## config.mk

```make
export PLATFORM = sky130hd
export DESIGN_NAME = heat_vga_render
export DESIGN_NICKNAME = d
export VERILOG_FILES = /design/src/rtl/heat_vga_render.sv
export SDC_FILE = /design/constraint.sdc
export NUM_CORES = 1
export LEC_CHECK = 0
export ABC_AREA = 1
export CORE_UTILIZATION = 34
export DETAILED_ROUTE_END_ITERATION = 8
export PLACE_DENSITY = 0.55
export REMOVE_ABC_BUFFERS = 1
export SLEW_MARGIN = 20
export SYNTH_ARGS = -nofsm -noshare
export SYNTH_HDL_FRONTEND = slang
export SYNTH_SLANG_ARGS = --single-unit
```

## constraint.sdc

```tcl
create_clock -name clk -period 2.06 [get_ports clk]
set_input_delay 0.206 -clock clk [delete_from_list [all_inputs] [get_ports clk]]
set_output_delay 0.206 -clock clk [all_outputs]
set_load 0.005 [all_outputs]
```

## src/rtl/heat_vga_render.sv

```systemverilog
// heat_vga_render: VGA timing generator and renderer for an 8x8 heat-map grid.
//
// Produces VGA sync/blanking from a pixel counter pair (hc, vc). It draws an 8x8 grid of
// 64x60-pixel cells starting at hc=64, colouring each cell from a 4-bit temperature
// read combinationally from an external grid memory. It can also draw a white outline
// around one selected cell. Active pixels outside the grid are border grey; blanking is
// black. All outputs are registered one clock after the counter value they represent.
//
// Ports:
//   clk            pixel clock
//   rst_n          synchronous active-low reset
//   cell_addr_o    grid read address {row[2:0], col[2:0]}, 0 outside the grid
//   cell_data_i    temperature at cell_addr_o, valid in the same cycle
//   hl_en_i        enables the cursor outline
//   hl_addr_i      cell to outline
//   hsync_o        horizontal sync, active-low
//   vsync_o        vertical sync, active-low
//   r_o, g_o, b_o  RGB222 colour
//   de_o           high during the active area
//   frame_start_o  one-clock pulse on the output cycle for pixel (0,0)
module heat_vga_render #(
    parameter int H_ACTIVE = 640,
    parameter int H_FP     = 16,
    parameter int H_SYNC   = 96,
    parameter int H_BP     = 48,
    parameter int V_ACTIVE = 480,
    parameter int V_FP     = 10,
    parameter int V_SYNC   = 2,
    parameter int V_BP     = 33
) (
    input  logic       clk,
    input  logic       rst_n,
    output logic [5:0] cell_addr_o,
    input  logic [3:0] cell_data_i,
    input  logic       hl_en_i,
    input  logic [5:0] hl_addr_i,
    output logic       hsync_o,
    output logic       vsync_o,
    output logic [1:0] r_o,
    output logic [1:0] g_o,
    output logic [1:0] b_o,
    output logic       de_o,
    output logic       frame_start_o
);

    localparam int H_TOTAL = H_ACTIVE + H_FP + H_SYNC + H_BP;
    localparam int V_TOTAL = V_ACTIVE + V_FP + V_SYNC + V_BP;
    localparam int HW      = $clog2(H_TOTAL);
    localparam int VW      = $clog2(V_TOTAL);

    localparam int GRID_X0   = 64;
    localparam int CELL_W    = 64;
    localparam int CELL_H    = 60;
    localparam int GRID_COLS = 8;
    localparam int GRID_ROWS = 8;

    localparam logic [HW-1:0] H_LAST = HW'(H_TOTAL - 1);
    localparam logic [VW-1:0] V_LAST = VW'(V_TOTAL - 1);
    localparam logic [5:0]    LINE_LAST = 6'(CELL_H - 1);

    // Counters and row tracking
    logic [HW-1:0] hc_q, hc_d;
    logic [VW-1:0] vc_q, vc_d;
    logic [5:0]    line_q, line_d;  // line within the current cell row, 0..59
    logic [2:0]    row_q, row_d;

    // Registered outputs
    logic       hsync_q, hsync_d;
    logic       vsync_q, vsync_d;
    logic       de_q, de_d;
    logic       fs_q, fs_d;
    logic [1:0] r_q, r_d;
    logic [1:0] g_q, g_d;
    logic [1:0] b_q, b_d;

    // Pixel decode
    logic [15:0] hx, vy;
    logic [8:0]  gx;
    logic [2:0]  col;
    logic [5:0]  lx;
    logic        active;
    logic        in_grid;
    logic        hl_hit;
    logic [1:0]  pal_r, pal_g, pal_b;

    always_comb begin
        hc_d   = hc_q + HW'(1);
        vc_d   = vc_q;
        line_d = line_q;
        row_d  = row_q;
        if (hc_q == H_LAST) begin
            hc_d = '0;
            if (vc_q == V_LAST) begin
                vc_d   = '0;
                line_d = '0;
                row_d  = '0;
            end else begin
                vc_d = vc_q + VW'(1);
                // Row advances every CELL_H lines; it wraps past the grid and is
                // ignored there, then cleared at the frame wrap.
                if (line_q == LINE_LAST) begin
                    line_d = '0;
                    row_d  = row_q + 3'd1;
                end else begin
                    line_d = line_q + 6'd1;
                end
            end
        end
    end

    // Widened copies so grid/sync constants compare correctly at any counter width
    assign hx = 16'(hc_q);
    assign vy = 16'(vc_q);
    assign gx = 9'(hx - 16'(GRID_X0));
    assign col = gx[8:6];
    assign lx  = gx[5:0];

    assign active  = (hx < 16'(H_ACTIVE)) && (vy < 16'(V_ACTIVE));
    assign in_grid = active && (hx >= 16'(GRID_X0))
                     && (hx < 16'(GRID_X0 + GRID_COLS * CELL_W))
                     && (vy < 16'(GRID_ROWS * CELL_H));

    assign cell_addr_o = in_grid ? {row_q, col} : 6'd0;

    assign pal_r = cell_data_i[3:2];
    assign pal_g = (cell_data_i[3] ^ cell_data_i[2]) ? cell_data_i[1:0] : 2'd0;
    assign pal_b = 2'd3 - cell_data_i[3:2];

    assign hl_hit = hl_en_i && in_grid && (cell_addr_o == hl_addr_i)
                    && ((lx == 6'd0) || (lx == 6'(CELL_W - 1))
                        || (line_q == 6'd0) || (line_q == LINE_LAST));

    always_comb begin
        hsync_d = !((hx >= 16'(H_ACTIVE + H_FP)) && (hx < 16'(H_ACTIVE + H_FP + H_SYNC)));
        vsync_d = !((vy >= 16'(V_ACTIVE + V_FP)) && (vy < 16'(V_ACTIVE + V_FP + V_SYNC)));
        de_d    = active;
        fs_d    = (hc_q == '0) && (vc_q == '0);
        r_d     = 2'd0;
        g_d     = 2'd0;
        b_d     = 2'd0;
        if (active) begin
            if (hl_hit) begin
                r_d = 2'd3;
                g_d = 2'd3;
                b_d = 2'd3;
            end else if (in_grid) begin
                r_d = pal_r;
                g_d = pal_g;
                b_d = pal_b;
            end else begin
                r_d = 2'd1;
                g_d = 2'd1;
                b_d = 2'd1;
            end
        end
    end

    always_ff @(posedge clk) begin
        if (!rst_n) begin
            hc_q    <= '0;
            vc_q    <= '0;
            line_q  <= '0;
            row_q   <= '0;
            hsync_q <= 1'b1;
            vsync_q <= 1'b1;
            de_q    <= 1'b0;
            fs_q    <= 1'b0;
            r_q     <= 2'd0;
            g_q     <= 2'd0;
            b_q     <= 2'd0;
        end else begin
            hc_q    <= hc_d;
            vc_q    <= vc_d;
            line_q  <= line_d;
            row_q   <= row_d;
            hsync_q <= hsync_d;
            vsync_q <= vsync_d;
            de_q    <= de_d;
            fs_q    <= fs_d;
            r_q     <= r_d;
            g_q     <= g_d;
            b_q     <= b_d;
        end
    end

    assign hsync_o       = hsync_q;
    assign vsync_o       = vsync_q;
    assign de_o          = de_q;
    assign frame_start_o = fs_q;
    assign r_o           = r_q;
    assign g_o           = g_q;
    assign b_o           = b_q;

endmodule

```

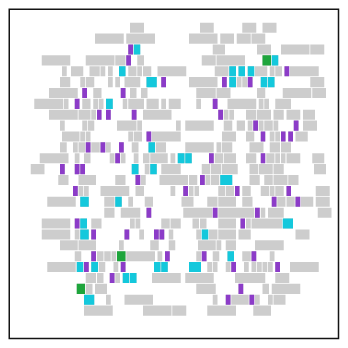
*Gate-type map, run 1*
Scale: 4 px per micron.
[green] AND and OR gates | cells: 3 | most used: or2_2
[purple] inverters | cells: 58 | most used: inv_1
[cyan] inverting AOI/OAI gates | cells: 32 | most used: a21oi_1
non-filler cells in the finished layout: 432
top logic cell by instance count in the layout: sky130_fd_sc_hd__inv_1

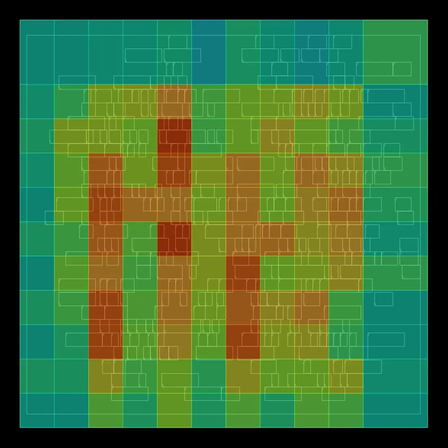
*Routing congestion map, run 1*
met2 Use GR: 26.4%
met3 Use GR: 3.33%
wire length per cell after detailed routing: 11.6 microns
final core area utilization: 46.4%

==> summary.rpt, run 1 <==
IMPLEMENTATION SUMMARY REPORT
----------------------------------------------------
[Status]
  Outcome ........................ finished, final reports clean

[Worst setup path]
  Worst-case register-to-register setup slack ........................ 0.17 ns
  Cell breakdown of the critical path ........................ buf_6, ha_1, nand4_1, nand2_2, buf_6, buf_4, nand3_2, inv_1, dlygate4sd2_1
  Critical R2R Launch ........................ hc_q[6]
  Critical Path Most Common Cell ........................ sky130_fd_sc_hd__buf_6
  Capture instance of the worst register-to-register path ........................ vc_q[8]
  Crit. End Element ........................ primary output
  Cell depth of the worst setup path ........................ 9
  Top cell family by delay on the critical path ........................ buffers and inverters
  Critical path startpoint ........................ hc_q[6]
  Worst Path Max Fanout ........................ 5
  Critical path data arrival time ........................ 1.77 ns

[Power]
  Sw frac ........................ 23.5%
  Group drawing the most power ........................ registers
  P_seq ........................ around 0.00077 W
  IR drop worst, VDD ........................ 0.208 mV
  Total Power ........................ 0.00138 W
  Net switching power of the design ........................ 0.000325 W
  Static leakage power ........................ 1.26 nW
  Internal power component ........................ 0.00106 W
  Clock network power share ........................ 36.7%

[Yosys]
  Post-synth cell types ........................ 30
  Yosys-reported design area after synthesis ........................ 2170 sq um
  Parity-gate share of the synthesized area counting xor and xnor cells ........................ 4.03%
  Post-synthesis sequential area ratio ........................ a little over a third
  Adder Share, Synth ........................ 6.91%
  Ranking of synthesized cells by area ........................ sky130_fd_sc_hd__dfxtp_1 (36%), sky130_fd_sc_hd__inv_1 (9.7%), sky130_fd_sc_hd__nand2_1 (7.1%)
  Registers, synthesis ........................ 39
  Number of cells produced by synthesis ........................ 302
  Flip-flops with a built-in enable ........................ 0
  Biggest area consumer among synthesized cells ........................ sky130_fd_sc_hd__dfxtp_1
  Fraction of the mapped netlist area in simple logic gates ........................ between 30% and 40%
  Area fraction in compound gates after synthesis ........................ 8.35%
  Mux area share ........................ 0%
  Async S/R FF share, synth ........................ 0%
  Area share of the largest cell type after synthesis ........................ 35.9%

[CTS]
  Total of cells resized after clock tree synthesis ........................ 14
  Hold Buf Count CTS ........................ 0
  Num CTS Buffers ........................ 5
  CTS tree ........................ yes
  Maximum buffer depth of the clock tree ........................ 2
  Sink count of the clock tree ........................ 39
  Clock tree root driver cell ........................ sky130_fd_sc_hd__clkbuf_8

[STA]
  Unrepaired setup endpoints after global routing ........................ yes
  Setup Viol. Count Final ........................ 0
  Slew margin rel. ........................ 73.6%
  Final total negative setup slack ........................ 0 ns
  Max Clock Skew ........................ 0.00359 ns
  Period utilization ........................ 96.0%
  Tightest Pin Transition ........................ 0.393 ns

[Routing]
  DRC marker count from the first detailed-route iteration ........................ 85
  DR WL met2 ........................ 2.30 mm
  Wire length reported by the detailed router ........................ 5.01 mm
  Avg Vias per Cell ........................ 4.65
  Detailed-route DRC error count ........................ 0
  DRT antenna net count ........................ 0
  Via Count ........................ ~2,000

[Die]
  Boundary Pins ........................ 29
  Chip Footprint ........................ approximately 6700 sq um
  Initial Util ........................ a little over a third
  X dimension of the die ........................ between 80 and 90 microns
  Die span in y ........................ 82.0 microns

[Job]
  OpenROAD warning count ........................ 33
  Number of max-cap violations ........................ 0

[Global routing]
  Global Route met1 Usage ........................ between 20% and 30%
  Global-route total usage across every layer ........................ 16.0%
  Vias in the first global route ........................ 1,807
  Initial antenna violation count ........................ 0
  Global route overflow ........................ 0

[Place]
  HPWL reported at the end of detailed placement ........................ 3.74 mm
  Setup WS pre-CTS ........................ 0.0999 ns
  Buffers on Ports ........................ 28

[Final layout]
  Area of the multi-input gates ........................ 1180 sq um
  Register cell area after layout ........................ a little under 800 sq um
  Number of antenna cells inserted ........................ 0
  Clock network area share ........................ 2.91%
  Count of nets after finishing ........................ between 300 and 400
  Number of clock-tree buffers in the layout ........................ 7
  Num sequential ........................ 39
  Comb area share ........................ 42.3%
  Number of non-clock inverters in the layout ........................ 58
  Share of final-layout standard cells stronger than drive strength 1 ........................ 17.9%

----------------------------------------------------
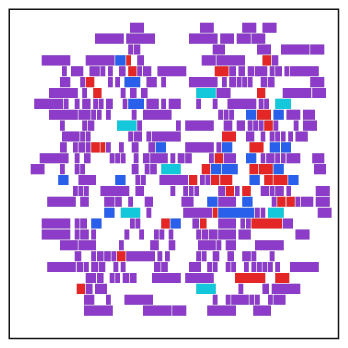
*Cell sizes after repair, run 1*
Scale: 4 px per micron.
[red] drive 2 | cells: 34
[purple] drive 1 or less | cells: 293
[blue] drive 3 to 4 | cells: 23
[cyan] drive 6 and up | cells: 7
non-clock buffer instance count of the final layout: 49
smallest setup slack after layout: 0.0814 ns
post-route cell area: 2800 sq um
P&R area growth vs syn: 28.7%

--- run 2 (diff from run 1) ---
ABC_CLOCK_PERIOD_IN_PS = 2060   (was unset)
==> run 2 against run 1 <==
Compared with the run above:
- first-iteration DRC count is the same
- die size is the same
- critical path type unchanged
- non-clock buffer count is the same
- critical path depth is the same
- utilization is the same
- final area is the same
- sequential cell count is the same
- routed wire length is the same
- global-route usage is the same
- clock power is essentially flat
- power is the same
- combinational power is essentially flat
==> summary.rpt, run 2 <==
IMPLEMENTATION SUMMARY REPORT
----------------------------------------------------
[Die]
  X dimension of the die ........................ 82.0 microns (unchanged)
  Initial Util ........................ 36.1% (unchanged)
  Boundary Pins ........................ 29 (unchanged)
  Chip Footprint ........................ 6720 sq um (unchanged)
  Die span in y ........................ 82.0 microns (unchanged)

[Worst setup path]
  Critical Path Most Common Cell ........................ sky130_fd_sc_hd__buf_6
  Critical path startpoint ........................ hc_q[6]
  Critical R2R Launch ........................ hc_q[6]
  Capture instance of the worst register-to-register path ........................ vc_q[8]
  Worst Path Max Fanout ........................ 5 (unchanged)
  Worst-case register-to-register setup slack ........................ 0.17 ns (about the same)
  Cell breakdown of the critical path ........................ buf_6, ha_1, nand4_1, nand2_2, buf_6, buf_4, nand3_2, inv_1, dlygate4sd2_1
  Critical path data arrival time ........................ 1.77 ns (about the same)
  Cell depth of the worst setup path ........................ 9 (unchanged)
  Top cell family by delay on the critical path ........................ buffers and inverters
  Crit. End Element ........................ primary output

[CTS]
  Total of cells resized after clock tree synthesis ........................ 14 (unchanged)
  Clock tree root driver cell ........................ sky130_fd_sc_hd__clkbuf_8
  CTS tree ........................ yes
  Hold Buf Count CTS ........................ 0 (unchanged)

[Yosys]
  Yosys-reported design area after synthesis ........................ 2170 sq um (unchanged)
  Area share of the largest cell type after synthesis ........................ 35.9% (unchanged)
  Number of cells produced by synthesis ........................ 302 (unchanged)
  Adder Share, Synth ........................ 6.91% (unchanged)
  Biggest area consumer among synthesized cells ........................ sky130_fd_sc_hd__dfxtp_1
  Mux area share ........................ 0% (unchanged)
  Parity-gate share of the synthesized area counting xor and xnor cells ........................ 4.03% (unchanged)
  Ranking of synthesized cells by area ........................ sky130_fd_sc_hd__dfxtp_1 (36%), sky130_fd_sc_hd__inv_1 (9.7%), sky130_fd_sc_hd__nand2_1 (7.1%)
  Area fraction in compound gates after synthesis ........................ 8.35% (unchanged)
  Fraction of the mapped netlist area in simple logic gates ........................ 33.7% (unchanged)
  Async S/R FF share, synth ........................ 0% (unchanged)
  Flip-flops with a built-in enable ........................ 0 (unchanged)
  Post-synthesis sequential area ratio ........................ 35.9% (unchanged)
  Registers, synthesis ........................ 39 (unchanged)

[Power]
  Clock network power share ........................ 36.7% (about the same)
  IR drop worst, VDD ........................ 0.208 mV (unchanged)
  Net switching power of the design ........................ 0.000325 W (unchanged)
  Pwr Density ........................ between 400 and 500 nW/um^2
  Total Power ........................ 0.00138 W (unchanged)
  P_seq ........................ 0.000771 W (about the same)
  Group drawing the most power ........................ registers
  Internal power component ........................ 0.00106 W (unchanged)

[STA]
  Unrepaired setup endpoints after global routing ........................ yes
  Max Clock Skew ........................ 0.00359 ns (unchanged)
  Smallest setup slack after layout ........................ 0.0814 ns (unchanged)
  Setup Viol. Count Final ........................ 0 (unchanged)
  Final total negative setup slack ........................ 0 ns (unchanged)
  Period utilization ........................ 96.0% (unchanged)
  Slew margin rel. ........................ 73.6% (unchanged)
  Tightest Pin Transition ........................ 0.393 ns (unchanged)

[Global routing]
  Vias in the first global route ........................ 1,807 (unchanged)
  Met2 Use GR ........................ 26.4% (unchanged)
  Met3 Use GR ........................ 3.33% (unchanged)
  Global route overflow ........................ 0 (unchanged)
  Global Route met1 Usage ........................ 20.4% (unchanged)
  Global-route total usage across every layer ........................ 16.0% (unchanged)

[Final layout]
  Number of clock-tree buffers in the layout ........................ 7 (unchanged)
  Num sequential ........................ 39 (unchanged)
  Post-route cell area ........................ 2800 sq um (unchanged)
  Register cell area after layout ........................ 783 sq um (unchanged)
  P&R area growth vs syn ........................ 28.7% (unchanged)
  Commonest non-fill, non-tap cells in the layout ........................ sky130_fd_sc_hd__inv_1 (55), sky130_fd_sc_hd__nand2_1 (40), sky130_fd_sc_hd__nor2_1 (39), sky130_fd_sc_hd__dfxtp_1 (37), sky130_fd_sc_hd__clkdlybuf4s50_1 (22)
  Top logic cell by instance count in the layout ........................ sky130_fd_sc_hd__inv_1
  Number of antenna cells inserted ........................ 0 (unchanged)
  Area of the multi-input gates ........................ 1180 sq um (unchanged)
  Non-clock buffer instance count of the final layout ........................ 49 (unchanged)
  Number of non-clock inverters in the layout ........................ 58 (unchanged)

[Routing]
  DR WL met2 ........................ 2.30 mm (unchanged)
  Avg Vias per Cell ........................ 4.65 (unchanged)
  Via Count ........................ 2,007 (unchanged)
  Detailed-route DRC error count ........................ 0 (unchanged)
  DRC marker count from the first detailed-route iteration ........................ 85 (unchanged)

[Job]
  OpenROAD warning count ........................ 33 (unchanged)
  Number of max-cap violations ........................ 0 (unchanged)

[Status]
  Outcome ........................ finished, final reports clean

[Worst hold path]
  Worst hold path endpoint ........................ hc_q[0]

[Place]
  Buffers on Ports ........................ 28 (unchanged)
  Setup WS pre-CTS ........................ 0.0999 ns (unchanged)

----------------------------------------------------
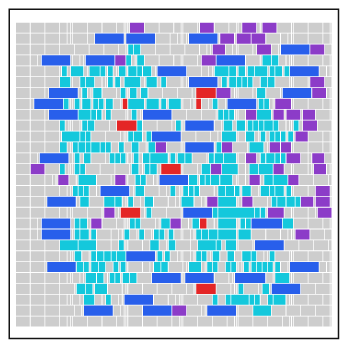
*Cells colored by class, run 2*
Scale: 4 px per micron. Fill, decap, tap and diode cells in gray.
[purple] other buffers and delay cells | cells: 49
[red] clock drivers and dummy loads | cells: 8
[blue] flip-flops | cells: 39
[cyan] all other logic | cells: 261
area of the core: 6030 sq um
register share of the cell area: 28.0%
site row count: 28

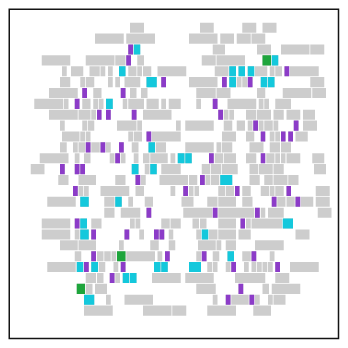
*Gate-type map, run 2*
Scale: 4 px per micron.
[cyan] inverting AOI/OAI gates | cells: 32 | most used: a21oi_1
[green] AND and OR gates | cells: 3 | most used: or2_2
[purple] inverters | cells: 58 | most used: inv_1
Comb area share: 42.3%

--- run 3 (diff from run 2) ---
GPL_ROUTABILITY_DRIVEN = 1   (was unset)
==> run 3 against run 2 <==
Compared with the run above:
- sequential power about the same
- via count unchanged
- non-clock buffer count unchanged
- die size unchanged
- synthesized cell count unchanged
- global-route usage unchanged
- final area unchanged
- critical path type unchanged
- largest cell class unchanged
==> summary.rpt, run 3 <==
IMPLEMENTATION SUMMARY REPORT
----------------------------------------------------
[Worst setup path]
  Cell depth of the worst setup path ........................ 9 (unchanged)
  Crit. End Element ........................ primary output
  Capture instance of the worst register-to-register path ........................ vc_q[8]
  Worst-case register-to-register setup slack ........................ 0.17 ns (about the same)
  Cell breakdown of the critical path ........................ buf_6, ha_1, nand4_1, nand2_2, buf_6, buf_4, nand3_2, inv_1, dlygate4sd2_1
  Critical Path Most Common Cell ........................ sky130_fd_sc_hd__buf_6
  Worst Path Max Fanout ........................ 5 (unchanged)
  Top cell family by delay on the critical path ........................ buffers and inverters
  Critical path data arrival time ........................ 1.77 ns (about the same)
  Critical path startpoint ........................ hc_q[6]

[Final layout]
  Top logic cell by instance count in the layout ........................ sky130_fd_sc_hd__inv_1
  Commonest non-fill, non-tap cells in the layout ........................ sky130_fd_sc_hd__inv_1 (55), sky130_fd_sc_hd__nand2_1 (40), sky130_fd_sc_hd__nor2_1 (39), sky130_fd_sc_hd__dfxtp_1 (37), sky130_fd_sc_hd__clkdlybuf4s50_1 (22)
  Area of the multi-input gates ........................ 1180 sq um (unchanged)
  Number of non-clock inverters in the layout ........................ 58 (unchanged)
  Comb area share ........................ 42.3% (unchanged)
  P&R area growth vs syn ........................ 28.7% (unchanged)
  Number of clock-tree buffers in the layout ........................ 7 (unchanged)
  Number of antenna cells inserted ........................ 0 (unchanged)
  Register share of the cell area ........................ 28.0% (unchanged)
  Post-route cell area ........................ 2800 sq um (unchanged)
  Non-clock buffer instance count of the final layout ........................ 49 (unchanged)
  Register cell area after layout ........................ 783 sq um (unchanged)

[Job]
  Number of max-cap violations ........................ 0 (unchanged)
  OpenROAD warning count ........................ 33 (unchanged)

[Routing]
  Detailed-route DRC error count ........................ 0 (unchanged)
  Avg Vias per Cell ........................ 4.65 (unchanged)

[Die]
  Boundary Pins ........................ 29 (unchanged)
  Site row count ........................ 28 (unchanged)
  Die span in y ........................ 82.0 microns (unchanged)
  Chip Footprint ........................ 6720 sq um (unchanged)
  Area of the core ........................ 6030 sq um (unchanged)

[STA]
  Final total negative setup slack ........................ 0 ns (unchanged)
  Max Clock Skew ........................ 0.00359 ns (unchanged)
  Slew margin rel. ........................ 73.6% (unchanged)
  Setup Viol. Count Final ........................ 0 (unchanged)

[Place]
  Setup WS pre-CTS ........................ 0.0999 ns (unchanged)
  Buffers on Ports ........................ 28 (unchanged)

[Power]
  Net switching power of the design ........................ 0.000325 W (unchanged)
  IR drop worst, VDD ........................ 0.208 mV (unchanged)
  Group drawing the most power ........................ registers
  Pwr Density ........................ 493 nW/um^2 (unchanged)
  Total Power ........................ 0.00138 W (unchanged)
  P_seq ........................ 0.000771 W (about the same)
  Internal power component ........................ 0.00106 W (unchanged)
  Clock network power share ........................ 36.7% (about the same)

[Global routing]
  Met2 Use GR ........................ 26.4% (unchanged)
  Global-route total usage across every layer ........................ 16.0% (unchanged)
  Vias in the first global route ........................ 1,807 (unchanged)
  Global Route met1 Usage ........................ 20.4% (unchanged)

[Yosys]
  Fraction of the mapped netlist area in simple logic gates ........................ 33.7% (unchanged)
  Area share of the largest cell type after synthesis ........................ 35.9% (unchanged)
  Mux area share ........................ 0% (unchanged)
  Post-synthesis sequential area ratio ........................ 35.9% (unchanged)
  Flip-flops with a built-in enable ........................ 0 (unchanged)
  Yosys-reported design area after synthesis ........................ 2170 sq um (unchanged)
  Biggest area consumer among synthesized cells ........................ sky130_fd_sc_hd__dfxtp_1
  Registers, synthesis ........................ 39 (unchanged)

[CTS]
  Clock tree root driver cell ........................ sky130_fd_sc_hd__clkbuf_8

[Worst hold path]
  Worst hold path endpoint ........................ hc_q[0]

[Status]
  Outcome ........................ finished, final reports clean

----------------------------------------------------
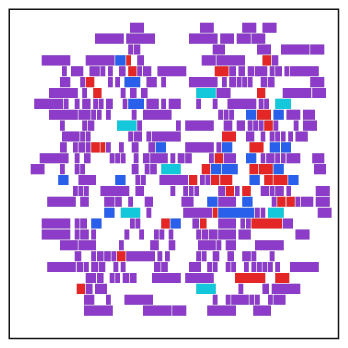
*Cell sizes after repair, run 3*
Scale: 4 px per micron.
[blue] drive 3 to 4 | cells: 23
[red] drive 2 | cells: 34
[cyan] drive 6 and up | cells: 7
[purple] drive 1 or less | cells: 293

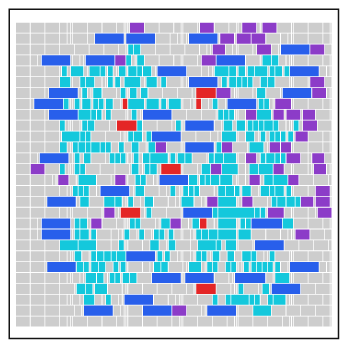
*Cells colored by class, run 3*
Scale: 4 px per micron. Fill, decap, tap and diode cells in gray.

Power and IR drop assume default switching activity.
